Design post_adder_acc, sky130hd; sources not shown.
Figure 1. Met1 routing.
Supply wires on this layer in grey.
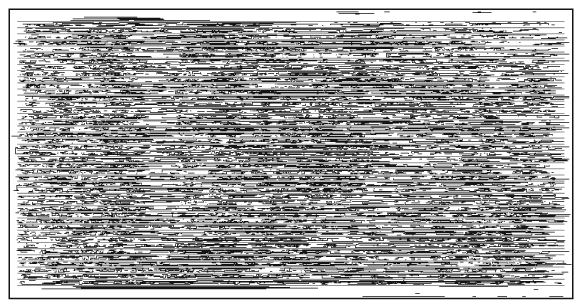
- main direction: horizontal
- longest straight run: 105 um
via total after detailed routing: 20100
met1 Resource Use GR: 63.8%
Total Routed Length: 83500 um

Figure 2. Met2 routing.
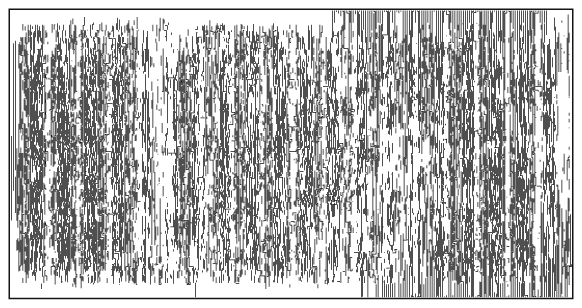
- share of all routed wire: 37%
- longest straight run: 65.3 um
- wire length on this layer: 31.0 mm
- nets with wire on the layer: 2841
- main direction: vertical
met2 global-route usage: 63.5%

Figure 3. The metal 3 layer.
The bar under the picture is 50 um long. Cells faint in the background.
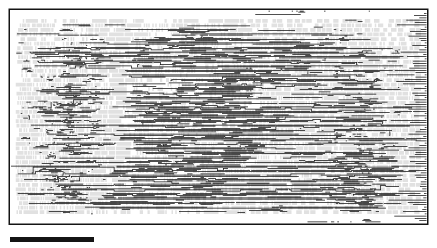
- wire length on this layer: 16700 um
- nets with wire on the layer: 740
- longest straight run: 153 um
M3 GR Usage: 28.6%

Figure 4. M4 wires.
Supply wires on this layer in grey. Cells faint in the background.
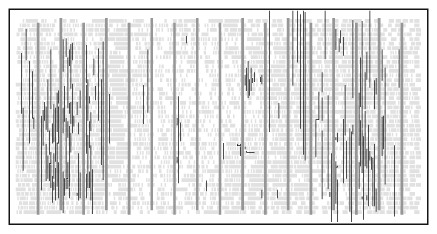
- longest straight run: 88.4 um
- share of all routed wire: 4.2%
- nets with wire on the layer: 145

Figure 5. Clock routing.
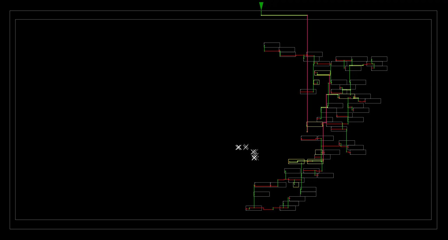
clock insertion delay at the later pin of the skew report: 0.30 ns
flop count: 50

==> run summary <==
Flow results are below.

- The flow ran to the end, but the final reports show violations.
- The final reports fail on design-rule violations, negative setup slack.
- Per the final timing report, the hold violations number 0.
- The height of the die is 127 um, for reference.
- The critical path depth in cells is 20, for reference.
- The register clock-pin slew on the reported worst setup and hold paths is 0.08 ns, for reference.
- The most used cell along the critical path is sky130_fd_sc_hd__nand2_1, for reference.
- The number of antenna violations at the first check in global routing is 3, for reference.
- The first global-routing pass estimated 111000 um of wire.
- Total power for the finished layout comes to 9.84 mW.
- For reference, XOR and XNOR gates occupy 0.337% of the area reported after synthesis.
- After its last routability iteration, the placer logged a weighted congestion of 1.16.
- Switching power as a fraction of the total was reported as 55.9%.
- In this run the maximum-capacitance check reported violations numbering 0.
- The die is 249 um wide.
- The worst-case max-slew headroom was logged as 18.5%.
- In the log, the iteration count for the first detailed-route pass is 8.
- The number of warnings reported in the stage logs is 76.
- Per the layout report, the design carries 2053 filler cells.
- The slowest library cell on the worst path is sky130_fd_sc_hd__ha_4, for reference.
- STA shows the worst reg2reg path with a cell count of 18.
- The count of state elements after synthesis is 50, for reference.
- Among the non-sequential cells, simple AND/OR/NAND/NOR gates take the most area.
- The number of tap cells inserted is 382, for reference.
- The commonest cells after synthesis are sky130_fd_sc_hd__nand2_1, sky130_fd_sc_hd__inv_1, sky130_fd_sc_hd__nand3_1.
- Per the detail_route report, DRC violations left total 42.
- In this run, post-CTS repair resized a total of 708 instances.
- Hold is met by 0.223 ns.
- Data on the critical path is required at its endpoint by 3.39 ns.
- The layout summary lists the proportion of cells stronger than drive strength 1 as 33.6%.
- sky130_fd_sc_hd__nand2_1 is the most common cell in the netlist.
- The kind of launch point of the worst setup path is a primary input, for reference.
- Detailed routing placed a total of 16700 um of wire on met3.
- The number of nets still failing antenna checks after routing is 0, for reference.
- The buffer levels on the longest clock path is 2, for reference.
- For reference, simple AND, OR, NAND and NOR cells occupy 41.6% of the area reported after synthesis.
- The minimum clock period after layout is 3.57 ns, for reference.
- The total CTS buffers is 5, for reference.
- The slew at the pin closest to its max-slew limit is 1.22 ns, for reference.
- The share of the core filled by cells before placement is 45.8%, for reference.
- The inverter count is 494, for reference.
- The final timing report gives a worst setup slack of -0.373 ns.
- Multi-input gates account for 60.0% of the area.
- The sequential element share of the synthesized area is 9.64%, for reference.
- The final layout report lists a clock buffer count of 5.
- The number of post-CTS setup repair buffers is 116, for reference.
- Setup repair after global routing could not meet its margin everywhere.
- The most area-hungry cell class in the final design is multi-input combinational cells, for reference.
- The register fraction of the total cell area is 5.59%, for reference.
- Per the timing report, the achievable frequency comes out to 0.280 GHz.
- The maximum single-stage delay on the critical path is 0.30 ns, for reference.
- The final count of negative-setup-slack endpoints is 46, for reference.
- The root buffer cell chosen for the clock tree is sky130_fd_sc_hd__clkbuf_16.
- The area share of buffers outside the clock network is 22.9%, for reference.
- The stat command in Yosys gives a chip area of 13000 um^2.
- The signal arrival time at the worst endpoint is 3.77 ns, for reference.
- OpenSTA, run right after detailed placement, puts the worst setup slack at -1.92 ns.
- The power in combinational cells is 8.42 mW, for reference.
- The net count of the finished layout is 3269, for reference.
- In the final routed layout, each cell accounts on average for 25.1 um.
- Yosys attributes the largest share of cell area to sky130_fd_sc_hd__nand2_1, sky130_fd_sc_hd__inv_1, sky130_fd_sc_hd__ha_1.
- The area growth from synthesis to layout is 72.3%.
- The placed instance area is 17100 um^2, for reference.
- The flow reports power dissipated in sequential cells as 0.849 mW.
- The total number of clock tree sinks is 50, for reference.
- The global routing's busiest layer is met1, for reference.
- The synthesized design devotes to its leading area cell type 24.2% of total area.
- The leakage power figure is 10.7 nW, for reference.
- The power per cell area is 440 nW/um^2, for reference.
- The and-or/or-and share of the synthesized area is 16.1%, for reference.
No activity file was given, so power comes from the tool's default toggle rates.
